### config.mk
export PLATFORM = sky130hd
export DESIGN_NAME = serial_transmitter_flat
export DESIGN_NICKNAME = d
export VERILOG_FILES = /design/src/rtl/serial_pkg.sv /design/src/rtl/serial_transmitter_if.sv /design/src/rtl/serial_bit_timer.sv /design/src/rtl/serial_transmitter.sv /design/src/flat_wrapper.sv
export SDC_FILE = /design/constraint.sdc
export NUM_CORES = 1
export LEC_CHECK = 0
export CAP_MARGIN = 20
export CORE_UTILIZATION = 54
export CTS_CLUSTER_SIZE = 16
export DETAILED_ROUTE_END_ITERATION = 8
export GPL_TIMING_DRIVEN = 0
export PLACE_DENSITY = 0.77
export SYNTH_ARGS = -nofsm -noshare
export SYNTH_HDL_FRONTEND = slang
export SYNTH_SLANG_ARGS = --single-unit
### constraint.sdc
create_clock -name clk -period 1.85 [get_ports clk]
set_input_delay 0.37 -clock clk [delete_from_list [all_inputs] [get_ports clk]]
set_output_delay 0.37 -clock clk [all_outputs]
set_load 0.1 [all_outputs]
### src/rtl/serial_pkg.sv
// ----------------------------------------------------------------------------
// serial_pkg
// Shared definitions for the raw 8-bit serial link (transmitter and receiver).
//   state_t   : IDLE / SHIFT / DONE word-sequencing states
//   WORD_W    : default word width in bits
//   FIXED_DIV : enabled clock cycles per bit in fixed-rate mode
//   RATE_SEL  : index of the F bit selecting fixed (0) or programmable (1) rate
//   ORDER_SEL : index of the F bit selecting MSB-first (0) or LSB-first (1)
//   cntWidth  : width of a bit-period counter able to reach both the fixed
//               terminal count and the 4-bit programmable terminal count
// ----------------------------------------------------------------------------
package serial_pkg;

  localparam int WORD_W    = 8;
  localparam int FIXED_DIV = 16;
  localparam int RATE_SEL  = 1;
  localparam int ORDER_SEL = 0;

  typedef enum logic [1:0] {
    IDLE  = 2'd0,
    SHIFT = 2'd1,
    DONE  = 2'd2
  } state_t;

  // The programmable terminal count is a 4-bit value, so never go below 4 bits.
  function automatic int cntWidth(input int div);
    int w;
    w = $clog2(div);
    return (w < 4) ? 4 : w;
  endfunction

endpackage

### src/rtl/serial_transmitter_if.sv
// ----------------------------------------------------------------------------
// serial_transmitter_if
// Word handshake and serial output bundle of the serial transmitter.
//   start     : request to send word (master -> slave)
//   word      : parallel word to send (master -> slave)
//   ready     : transmitter idle, can accept start (slave -> master)
//   busy      : a word is being shifted (slave -> master)
//   data      : serial output bit (slave -> master)
//   word_sent : one-cycle pulse after the final bit period (slave -> master)
// Modports: master (the word source), slave (the transmitter).
// ----------------------------------------------------------------------------
interface serial_transmitter_if #(
  parameter int WIDTH = serial_pkg::WORD_W
) ();

  logic             start;
  logic [WIDTH-1:0] word;
  logic             ready;
  logic             busy;
  logic             data;
  logic             word_sent;

  modport master (
    output start,
    output word,
    input  ready,
    input  busy,
    input  data,
    input  word_sent
  );

  modport slave (
    input  start,
    input  word,
    output ready,
    output busy,
    output data,
    output word_sent
  );

endinterface

### src/rtl/serial_bit_timer.sv
// ----------------------------------------------------------------------------
// serial_bit_timer
// Bit-period divider shared by both ends of the serial link. Counts enabled
// cycles and raises tick on the last cycle of each bit period.
//   clk      : system clock, rising edge
//   reset    : synchronous active-high reset
//   en       : global enable; counter holds when low
//   clear    : hold the counter at zero (used outside an active word)
//   rate_sel : 0 = FIXED_DIV cycles per bit, 1 = m+1 cycles per bit
//   m        : programmable terminal count
//   tick     : high during the final enabled cycle of a bit period
// ----------------------------------------------------------------------------
module serial_bit_timer #(
  parameter int FIXED_DIV = serial_pkg::FIXED_DIV
) (
  input  logic       clk,
  input  logic       reset,
  input  logic       en,
  input  logic       clear,
  input  logic       rate_sel,
  input  logic [3:0] m,
  output logic       tick
);

  import serial_pkg::*;

  localparam int CNT_W = cntWidth(FIXED_DIV);

  logic [CNT_W-1:0] r_count;
  logic [CNT_W-1:0] w_terminal;

  // Terminal count depends on the selected rate; m is zero-extended.
  always_comb begin
    w_terminal = rate_sel ? CNT_W'(m) : CNT_W'(FIXED_DIV - 1);
  end

  // Tick is combinational so the owning FSM acts in the same cycle the
  // period completes; it is suppressed while disabled or cleared.
  assign tick = en & ~clear & (r_count == w_terminal);

  // Period counter: wraps to zero on tick, held at zero while cleared.
  always_ff @(posedge clk) begin
    if (reset) begin
      r_count <= '0;
    end else if (en) begin
      if (clear || tick) begin
        r_count <= '0;
      end else begin
        r_count <= r_count + 1'b1;
      end
    end
  end

endmodule

### src/rtl/serial_transmitter.sv
// ----------------------------------------------------------------------------
// serial_transmitter
// Parallel-to-serial transmitter for the raw serial link (no start/stop
// framing; both ends are aligned by reset and en). A word is accepted through
// a start/ready handshake and shifted out one bit per bit period.
//   clk   : system clock, rising edge
//   reset : synchronous active-high reset
//   en    : global enable; when low every register holds
//   F     : F[1] rate select (0 fixed FIXED_DIV, 1 programmable m+1),
//           F[0] bit order (0 MSB first, 1 LSB first); latched at start
//   m     : programmable divider terminal count; latched at start
//   bus   : serial_transmitter_if.slave (start, word, ready, busy, data,
//           word_sent)
// Optional build macro TX_PARITY_EN: when defined, an even-parity bit (XOR of
// the captured word) is sent for one extra bit period after the data bits.
// ----------------------------------------------------------------------------
module serial_transmitter #(
  parameter int WIDTH     = serial_pkg::WORD_W,
  parameter int FIXED_DIV = serial_pkg::FIXED_DIV
) (
  input  logic                 clk,
  input  logic                 reset,
  input  logic                 en,
  input  logic [1:0]           F,
  input  logic [3:0]           m,
  serial_transmitter_if.slave  bus
);

  import serial_pkg::*;

`ifdef TX_PARITY_EN
  localparam int FRAME_BITS = WIDTH + 1;
`else
  localparam int FRAME_BITS = WIDTH;
`endif
  localparam int BIT_W = $clog2(FRAME_BITS + 1);

  state_t           r_state;
  logic [WIDTH-1:0] r_shift;
  logic [BIT_W-1:0] r_bitCnt;
  logic             r_rateSel;
  logic             r_orderSel;
  logic [3:0]       r_m;
  logic             r_ready;
  logic             r_busy;
  logic             r_data;
  logic             r_wordSent;
`ifdef TX_PARITY_EN
  logic             r_parity;
`endif

  logic             w_tick;
  logic             w_clear;
  logic [WIDTH-1:0] w_shiftNext;
  logic             w_nextBit;
  logic             w_firstBit;

  // The divider only runs while a word is on the wire.
  assign w_clear = (r_state != SHIFT);

  serial_bit_timer #(
    .FIXED_DIV (FIXED_DIV)
  ) u_bitTimer (
    .clk      (clk),
    .reset    (reset),
    .en       (en),
    .clear    (w_clear),
    .rate_sel (r_rateSel),
    .m        (r_m),
    .tick     (w_tick)
  );

  // Shift toward the output end with zero fill; the next bit to present is
  // whatever lands on the output end after the shift.
  always_comb begin
    w_shiftNext = r_orderSel ? (r_shift >> 1) : (r_shift << 1);
    w_nextBit   = r_orderSel ? w_shiftNext[0] : w_shiftNext[WIDTH-1];
    w_firstBit  = F[ORDER_SEL] ? bus.word[0] : bus.word[WIDTH-1];
  end

  // Word sequencer with registered outputs. data is loaded one cycle ahead
  // so the first bit is already on the wire in the cycle after acceptance.
  always_ff @(posedge clk) begin
    if (reset) begin
      r_state    <= IDLE;
      r_shift    <= '0;
      r_bitCnt   <= '0;
      r_rateSel  <= 1'b0;
      r_orderSel <= 1'b0;
      r_m        <= '0;
      r_ready    <= 1'b1;
      r_busy     <= 1'b0;
      r_data     <= 1'b0;
      r_wordSent <= 1'b0;
`ifdef TX_PARITY_EN
      r_parity   <= 1'b0;
`endif
    end else if (en) begin
      case (r_state)
        IDLE: begin
          r_ready    <= 1'b1;
          r_busy     <= 1'b0;
          r_data     <= 1'b0;
          r_wordSent <= 1'b0;
          if (bus.start) begin
            r_state    <= SHIFT;
            r_shift    <= bus.word;
            r_bitCnt   <= '0;
            r_rateSel  <= F[RATE_SEL];
            r_orderSel <= F[ORDER_SEL];
            r_m        <= m;
            r_ready    <= 1'b0;
            r_busy     <= 1'b1;
            r_data     <= w_firstBit;
`ifdef TX_PARITY_EN
            r_parity   <= ^bus.word;
`endif
          end
        end

        SHIFT: begin
          if (w_tick) begin
            r_shift  <= w_shiftNext;
            r_bitCnt <= r_bitCnt + 1'b1;
            if (r_bitCnt == BIT_W'(FRAME_BITS - 1)) begin
              r_state    <= DONE;
              r_busy     <= 1'b0;
              r_data     <= 1'b0;
              r_wordSent <= 1'b1;
`ifdef TX_PARITY_EN
            end else if (r_bitCnt == BIT_W'(WIDTH - 1)) begin
              r_data <= r_parity;
`endif
            end else begin
              r_data <= w_nextBit;
            end
          end
        end

        DONE: begin
          r_state    <= IDLE;
          r_bitCnt   <= '0;
          r_wordSent <= 1'b0;
          r_ready    <= 1'b1;
        end

        default: begin
          r_state <= IDLE;
        end
      endcase
    end
  end

  assign bus.ready     = r_ready;
  assign bus.busy      = r_busy;
  assign bus.data      = r_data;
  assign bus.word_sent = r_wordSent;

endmodule

### src/flat_wrapper.sv
// flat-port wrapper written by rule: the top's interface ports become plain ports
module serial_transmitter_flat import serial_pkg::*;
#(
  parameter int WIDTH     = serial_pkg::WORD_W,
  parameter int FIXED_DIV = serial_pkg::FIXED_DIV
)
  (clk, reset, en, F, m, bus_start, bus_word, bus_ready, bus_busy, bus_data, bus_word_sent);
  serial_transmitter_if #(.WIDTH(WIDTH)) bus_i ();
  input  logic clk;
  input  logic reset;
  input  logic en;
  input  logic [1:0] F;
  input  logic [3:0] m;
  input wire logic [$bits(bus_i.start)-1:0] bus_start;
  input wire logic [$bits(bus_i.word)-1:0] bus_word;
  output wire logic [$bits(bus_i.ready)-1:0] bus_ready;
  output wire logic [$bits(bus_i.busy)-1:0] bus_busy;
  output wire logic [$bits(bus_i.data)-1:0] bus_data;
  output wire logic [$bits(bus_i.word_sent)-1:0] bus_word_sent;
  assign bus_i.start = bus_start;
  assign bus_i.word = bus_word;
  assign bus_ready = bus_i.ready;
  assign bus_busy = bus_i.busy;
  assign bus_data = bus_i.data;
  assign bus_word_sent = bus_i.word_sent;
  serial_transmitter #(.WIDTH(WIDTH), .FIXED_DIV(FIXED_DIV)) u_core (.clk(clk), .reset(reset), .en(en), .F(F), .m(m), .bus(bus_i));
endmodule
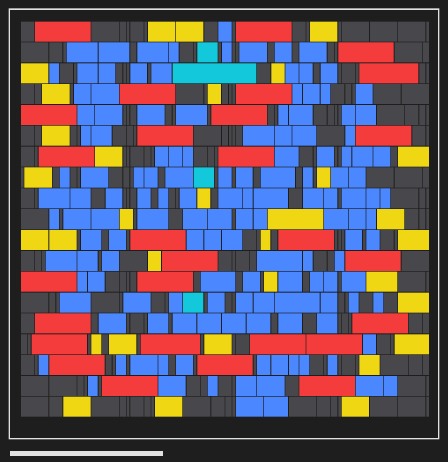
**Above:** placement by cell class.
Bar = 20 um. Fill, decap, tap and diode cells in grey.
Key: blue = all other logic [cells 140, share of their area 52%]; red = flip-flops [cells 28, share of their area 30%]; yellow = other buffers and delay cells [cells 32, share of their area 15%]; cyan = clock drivers and dummy loads [cells 4, share of their area 2.8%]

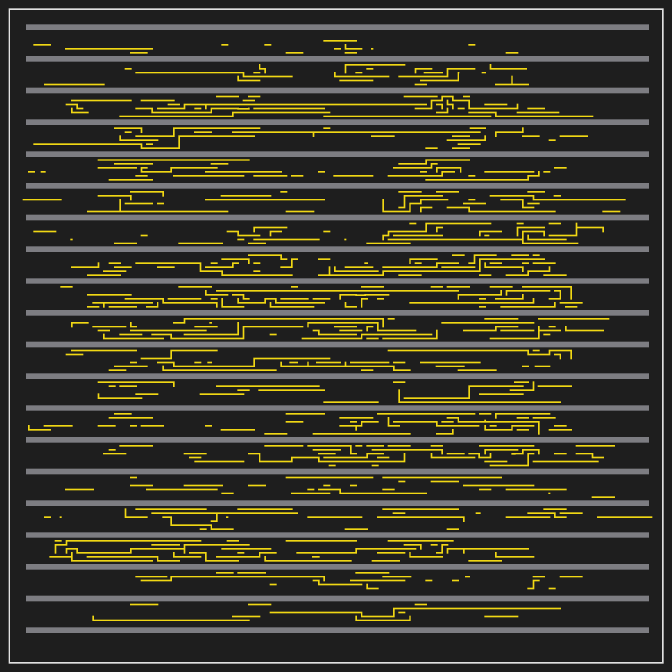
**Above:** signal wires on met1.
Supply wires on this layer in grey.
The longest straight run is 21.2 um. The layer carries 1,620 um of wire. The layer holds 45% of the routed length. The wires run mostly horizontal.

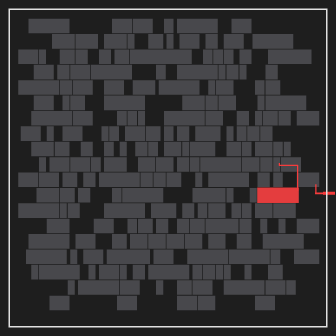
**Above:** wires at chosen ports, followed through buffers.
Key: red = bus_ready [bits 1, direction output, edge east, end cells 1, buffers 1, wire 11.1 um]

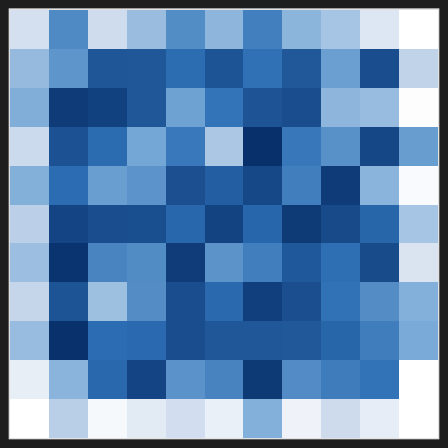
**Above:** local utilization.
11 x 11 tiles, from white (low) to dark blue (high), 0 to 100% covered.
The fullest tile reaches 100%. 41% of the tiles are over 75% full. The densest ninth of the die: centre. 4.1% of the tiles are nearly empty. The mean over all tiles is 60%.

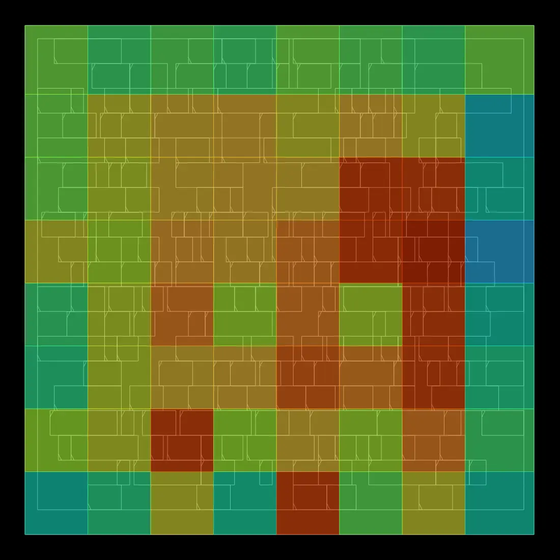
**Above:** congestion heat map.
GR Layer Usage met3: 2.79%
GRT Total Usage: 24.4%
Final Util: 69.6%

==> run_results.csv <==
group,metric,value,unit
sta,clock.fmax,567,MHz
placement,dp_slack,-481,ps
synth,synth.area.mux_share,14.7,%
synth,yosys-stat-cells,178,
route,drc_errors,0,
route,drt-pass1-iter-count,4,
synth,simple_gate_area_share,24.4,%
power,switching_power,335,uW
floorplanning,die_height,55.9,um
route,vias,1450,
synth,yosys.cell_types.count,44,
clocking,cts_resized,17,
power,clkPwrFrac,31.7,%
power,p_seq_share,50.1,%
setup_path,start_kind,"register",
placement,hpwl,2630,um
worst_hold_path,min_path_type,"primary input to register",
final_layout,syn2layout_area_growth,22.4,%
clocking,clockBufferDepth,2,
setup_path,worst_setup_path_end_kind,"register",
power,top_power_group,"registers",
sta,fin_setup_tns,0,ps
flow_run,maxCapViolations,0,
power,seq_power,644,uW
power,peakVddDrop,0.652,mV
synth,syn_area,1570,um2
setup_path,critPathMaxFanout,8,
synth,yosys.area_share.aoi,18.0,%
setup_path,crit_chain,"and3b_2 -> a31oi_1 -> o21ai_2 -> a21oi_4 -> buf_12 -> mux2_2",
sta,rsz0062_at_grt,"true",
route,drtIter0Drc,57,
synth,synth_nets,198,
clocking,postCtsSetupRepairBufs,1,
clocking,numCtsBuffers,3,
synth,synth_flops,28,
synth,async_reset_ff_share,0,%
placement,place_congestion,0.802,
synth,edf_count,0,
clocking,clock_latency,340,ps
final_layout,multiInputGateArea,963,um2
power,cellPowerDensity,671,nW/um2
clocking,cts_max_level,1,
synth,synthXorXnorAreaFrac,2.24,%
grt,antenna_found_initial,0,
placement,postPlaceCellArea,1820,um2
synth,synth_warnings,0,
clocking,cts-hold-fix-buffers,0,
sta,setup_viol,0,
synth,ys_sh_adder,1.60,%
grt,grt_pass1_wl,6050,um
setup_path,worst-path-buf-inv,1,
flow_run,tool_warnings,27,
setup_path,cp.arrival,2010,ps
clocking,ctsRootBufferMaster,"clkbuf_4",
grt,grt_pass1_vias,1401,
sta,worst_slack,85.4,ps
grt,grt_max_degree,17,
sta,clock_skew,4.74,ps
synth,yosys_area,1570,um2
run_status,status,"complete, no violations",
floorplanning,fp-row-count,19,
sta,maxSlewViolCount,0,
power,switching_share,26.1,%
power,p_comb_share,18.2,%
sta,worst_slew_pin_slew,572,ps
floorplanning,fp_util,56.8,%
sta,relSlewSlack,61.9,%
route,drt_wl_total,3610,um
power,comb_power,234,uW
synth,synth-seq-area-share,35.8,%
setup_path,critPathMaxStageDelay,420,ps
grt,grt-ovfl-total,0,
==> routing by layer <==
metal | vias up | GRT usage, % | share of wire (%)
met5 | - | 0 | 0
met4 | 0 | 11.1 | 1.5
met3 | 7 | 2.79 | 4.0
met2 | 42 | 43.0 | 50
met1 | 699 | 29.9 | 45
li1 | 702 | - | -
==> sequential cells by signal, summed over array words and instances, names as in the netlist, 2 cells and up <==
register                   cells
u_core.r_shift                 8
u_core.r_bitCnt                4
u_core.r_state                 2
u_core.r_m                     4
u_core.u_bitTimer.r_count      4
==> cell usage in the layout (no fill, tap or decap), types with 7 or more instances in the layout <==
cell type         n
a211oi_1          7
a21oi_1           9
clkdlybuf4s50_1  16
dfxtp_1          26
mux2_2            8
mux2i_1          14
nand2_1           9
nor2_1           20
nor2b_1          12
==> synth_stat cells (4+ instances only) <==
cell type,n,area share [%]
a21oi_1,9,2.9
nand3_1,4,1.3
nor2b_1,12,4.8
mux2i_1,14,8.9
clkbuf_1,7,1.7
a211oi_1,7,3.4
nand2_1,9,2.2
dfxtp_1,28,36
nand2b_1,5,2.0
nor2_1,21,5.0
mux2_2,8,5.8
==> final timing paths <==
check	start	cells past startpoint	end
worst max-delay path	u_core.u_bitTimer.r_count[2]	6	u_core.r_shift[3]
worst min-delay path	en	4	u_core.r_state[1]
worst max register to register	u_core.u_bitTimer.r_count[2]	6	u_core.r_shift[3]
worst min register to register	u_core.r_bitCnt[1]	2	u_core.r_bitCnt[1]
==> area by class of cell <==
class                           count  share of cell area, %
Buffer                             10                   2.61
Tap cell                           31                   2.02
Sequential cell                    28                   29.4
Multi-Input combinational cell    137                   50.2
Clock buffer                        3                   1.17
Inverter                            3                  0.652
Timing Repair Buffer               22                   12.4
Clock inverter                      1                   1.57
No activity file was given, so power comes from the tool's default toggle rates.
